**src/rtl/whack_a_mole_ctrl.sv**
```systemverilog
// Whack-a-mole game controller: paces moles with GAP/SHOW timers, judges button
// presses against the shown hole, and keeps score and lives for the VGA renderer.
module whack_a_mole_ctrl #(
  parameter int         SHOW_TICKS = 25000000,
  parameter int         GAP_TICKS  = 5000000,
  parameter int         LIVES_INIT = 3,
  parameter logic [7:0] LFSR_SEED  = 8'hA5
) (
  input  logic       CLOCK_50,
  input  logic       resetn,
  input  logic       start,
  input  logic [3:0] btn,
  output logic [1:0] mole_index,
  output logic       mole_on,
  output logic [7:0] score,
  output logic [1:0] lives,
  output logic       game_over,
  output logic       hit_pulse,
  output logic       miss_pulse
);

  localparam int MAX_TICKS = (SHOW_TICKS > GAP_TICKS) ? SHOW_TICKS : GAP_TICKS;
  localparam int TIMER_W   = (MAX_TICKS > 1) ? $clog2(MAX_TICKS) : 1;

  localparam logic [TIMER_W-1:0] GAP_LOAD   = TIMER_W'(GAP_TICKS - 1);
  localparam logic [TIMER_W-1:0] SHOW_LOAD  = TIMER_W'(SHOW_TICKS - 1);
  localparam logic [1:0]         LIVES_LOAD = 2'(LIVES_INIT);

  localparam logic [1:0] IDLE = 2'd0;
  localparam logic [1:0] GAP  = 2'd1;
  localparam logic [1:0] SHOW = 2'd2;
  localparam logic [1:0] OVER = 2'd3;

  logic [1:0]         state;
  logic [TIMER_W-1:0] timer;
  logic [3:0]         btn_q;
  logic [7:0]         lfsr;
  logic [3:0]         press;
  logic [1:0]         next_mole;
  logic               lfsr_fb;

  // The next mole steps past the previous hole so a hole never repeats back to back.
  always_comb begin
    press     = btn & ~btn_q;
    lfsr_fb   = lfsr[7] ^ lfsr[5] ^ lfsr[4] ^ lfsr[3];
    next_mole = lfsr[1:0];
    if (lfsr[1:0] == mole_index) begin
      next_mole = lfsr[1:0] + 2'd1;
    end
  end

  assign mole_on   = (state == SHOW);
  assign game_over = (state == OVER);

  always_ff @(posedge CLOCK_50) begin
    if (!resetn) begin
      state      <= IDLE;
      timer      <= '0;
      btn_q      <= '0;
      lfsr       <= LFSR_SEED;
      mole_index <= '0;
      score      <= '0;
      lives      <= '0;
      hit_pulse  <= 1'b0;
      miss_pulse <= 1'b0;
    end else begin
      btn_q      <= btn;
      lfsr       <= {lfsr[6:0], lfsr_fb};
      hit_pulse  <= 1'b0;
      miss_pulse <= 1'b0;
      case (state)
        IDLE, OVER: begin
          if (start) begin
            score <= '0;
            lives <= LIVES_LOAD;
            timer <= GAP_LOAD;
            state <= GAP;
          end
        end
        GAP: begin
          if (timer == '0) begin
            mole_index <= next_mole;
            timer      <= SHOW_LOAD;
            state      <= SHOW;
          end else begin
            timer <= timer - 1'b1;
          end
        end
        SHOW: begin
          // A correct press wins over wrong bits and over the last-cycle timeout.
          if (press[mole_index]) begin
            hit_pulse <= 1'b1;
            if (score != 8'hFF) begin
              score <= score + 8'd1;
            end
            timer <= GAP_LOAD;
            state <= GAP;
          end else if ((press != 4'd0) || (timer == '0)) begin
            miss_pulse <= 1'b1;
            lives      <= lives - 2'd1;
            if (lives == 2'd1) begin
              state <= OVER;
            end else begin
              timer <= GAP_LOAD;
              state <= GAP;
            end
          end else begin
            timer <= timer - 1'b1;
          end
        end
        default: state <= IDLE;
      endcase
    end
  end

endmodule

```
**config.mk**
```make
export PLATFORM = sky130hd
export DESIGN_NAME = whack_a_mole_ctrl
export DESIGN_NICKNAME = d
export VERILOG_FILES = /design/src/rtl/whack_a_mole_ctrl.sv
export SDC_FILE = /design/constraint.sdc
export NUM_CORES = 1
export LEC_CHECK = 0
export CAP_MARGIN = 20
export CORE_MARGIN = 3
export CORE_UTILIZATION = 35
export DETAILED_ROUTE_END_ITERATION = 12
export PLACE_DENSITY_LB_ADDON = 0.3
export SLEW_MARGIN = 20
export SYNTH_ARGS = -nofsm -noshare
export SYNTH_HDL_FRONTEND = slang
export SYNTH_SLANG_ARGS = --single-unit
```
**constraint.sdc**
```tcl
create_clock -name CLOCK_50 -period 3 [get_ports CLOCK_50]
set_clock_uncertainty 0.2 [all_clocks]
set_input_delay 0.75 -clock CLOCK_50 [delete_from_list [all_inputs] [get_ports CLOCK_50]]
set_output_delay 0.75 -clock CLOCK_50 [all_outputs]
set_load 0.005 [all_outputs]
```
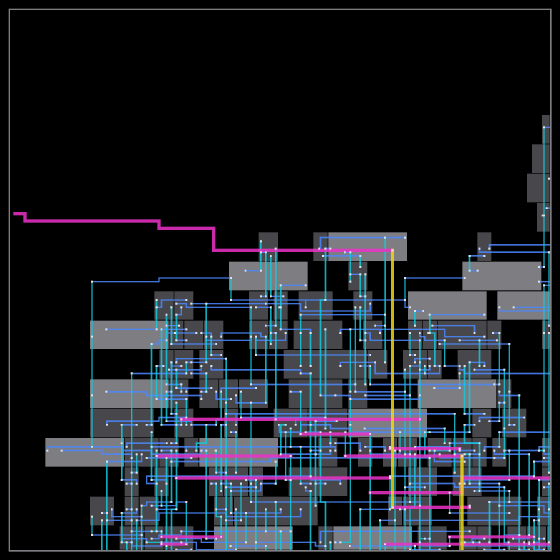
(close-up of the layout)
Window x 0 to 50, y 44 to 94 µm. Cells in gray, sequential cells in the stronger gray; small squares are vias.
| color | layer |
|---|---|
| blue | met1 |
| cyan | met2 |
| magenta | met3 |
| yellow | met4 |
sequential cells in the window: 13
most frequent: dfxtp_1 (13), nand2_1 (12)
netlist names of flops here include: timer (11), state (2)
cells with their middle in the window: 95

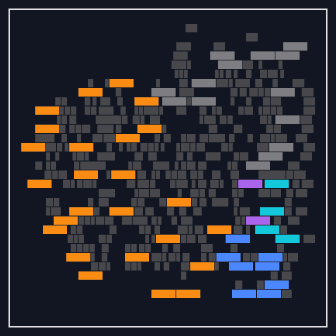
(where the registers sit)
Other sequential cells in the stronger gray, the rest of the logic in the fainter gray.
| color | name in the netlist | sequential cells |
|---|---|---|
| orange | timer | 25 |
| cyan | btn_q | 4 |
| blue | lfsr | 8 |
| purple | mole_index | 2 |
not colored: 14

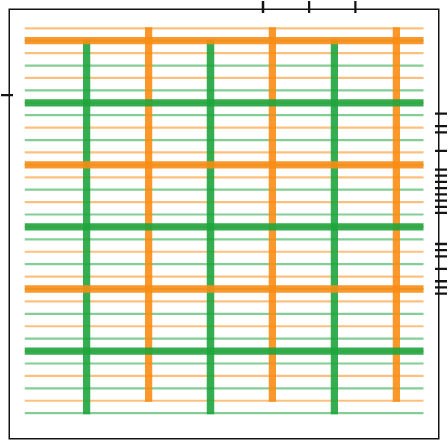
(floorplan with the power grid)
Pins as bars on the die edge.
| color | net |
|---|---|
| orange | VDD |
| green | VSS |
rows: 31
met4 straps: 6
met5 straps: 6
met1 rails: 32
signal pins: 23

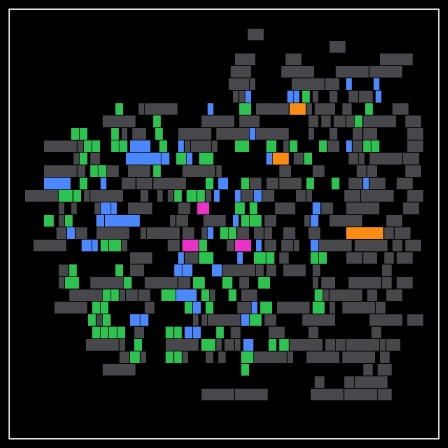
(selected gate families)
| color | family | cells |
|---|---|---|
| magenta | AND-OR and OR-AND gates | 3 |
| green | inverting AOI/OAI gates | 92 |
| orange | multiplexers | 3 |
| blue | NOR gates | 49 |

==> run summary <==
Flow results.

- The flow ran to the end, and the final reports show no timing, DRC or antenna violations.
- The floorplan step records an initial core utilization of 36.59%.
- The via count of the first global-routing pass is 2,335.
- The tally of nets with antenna violations remaining after routing is 0.
- The gate count after technology mapping is 331.
- In this run the critical path is formed by clkdlybuf4s50_1, nand2b_1, mux4_2, and3_1, a21boi_1, buf_4, o21ai_0, a211oi_1.
- The routing usage on met2 is 24.66%.
- Non-clock buffers in the final layout number 44.
- In the final layout, multi-input gates take up 46.83% of the cell area.
- The floorplan report gives the top-level pin count as 23.
- The data arrival time at the worst-slack endpoint is 2790 ps.
- The non-clock buffer share of cell area is 11.83%.
- The slowest cell on the critical path is sky130_fd_sc_hd__mux4_2.
- By area, the class that comes first in the final layout consists of logic gates.
- The reported max-cap violation count is 0.
- The tally of buffers added on design ports is 22.
- Per the OpenROAD power report, leakage power amounts to 1.213 nW.
- The total global-route track usage is 15.34%.
- The largest net degree at the start of global routing is 20.
- The sum of negative setup slack is 0 ps.
- The proportion of cell area occupied by registers is 32.58%.
- The tightest hold path in the finished design has a slack of 217.2 ps.
- The row count is 31.
- The cell-mix breakdown from Yosys lists the compound-gate area share as 20.37%.
- The most common cell in the synthesized netlist is sky130_fd_sc_hd__dfxtp_1.
- After Yosys synthesis, XOR and XNOR cells account for 2.923% of the synthesized area.
- By area the synthesized netlist is led by sky130_fd_sc_hd__dfxtp_1 (39%), sky130_fd_sc_hd__a21oi_1 (5.9%), sky130_fd_sc_hd__o21ai_0 (5.2%).
- Grouping non-sequential cells by family puts the most area in simple AND/OR/NAND/NOR gates.
- STA classifies the critical path startpoint as a primary input.
- The final design was reported to hold multi-input combinational gates totalling 249.
- The global-route wire length before repair is 10,960 µm.
- In the final layout, the multi-input gates occupy 0.001525 mm².
- Setup repair after global routing left no endpoint under its margin.
- The class of the most critical hold timing path is reg2reg.
- Counting flops with an async set or reset pin after synthesis yields a share of 0%.
- The number of buffers created by CTS is 5.
- On the critical path the largest part of the delay comes from buffers and inverters.
- IR analysis of the VDD net gives a maximum drop of 0.0004892 V.
path summary, 6_finish.rpt:
path / start / endpoint / slack [ps] / cells after the start
worst max-delay path: btn[3] / timer[8]$_SDFFE_PN0P_ / 240 / 8
worst min-delay path: lfsr[6]$_SDFF_PN0_ / lfsr[7]$_SDFF_PN1_ / 220 / 1
worst max register to register: timer[12]$_SDFFE_PN0P_ / timer[23]$_SDFFE_PN0P_ / 400 / 6
worst min register to register: lfsr[6]$_SDFF_PN0_ / lfsr[7]$_SDFF_PN1_ / 220 / 1
report_power, final:
group	internal, mW	total, mW	switching (mW)
Sequential	0.825	0.966	0.141
Combinational	0.505	1.21	0.701
Clock	0.169	0.425	0.256
Total	1.50	2.60	1.10
kinds of logic (layout without fill, tap and decap cells):
| family | after synthesis | after routing |
|---|---|---|
| mux | 3 | 3 |
| fa+ha+maj | 7 | 7 |
| simple gates | 135 | 135 |
| compound gates | 95 | 95 |
| xor+xnor | 9 | 9 |
| buf+inv | 29 | 70 |
| flops | 53 | 53 |
layer usage:
metal / vias up / routed length, µm
met5: - / 0
met4: 0 / 44
met3: 4 / 343
met2: 57 / 2969
met1: 1161 / 3132
li1: 1271 / -
registers in the layout, indices dropped and copies added (netlist names):
| register | flops |
|---|---|
| score | 8 |
| miss_pulse | 1 |
| lives | 2 |
| timer | 25 |
| lfsr | 8 |
| state | 2 |
| hit_pulse | 1 |
| btn_q | 4 |
| mole_index | 2 |
per-stage QoR:
| step | area, µm² | util (%) |
|---|---|---|
| global placement | 3163 | 42.92 |
| detailed placement | 3163 | 42.92 |
| floorplan | 2696 | - |
| global route | 3257 | 44.19 |
| finish | 3257 | 44.19 |
| CTS | 3257 | 44.19 |
Power and IR drop assume default switching activity.
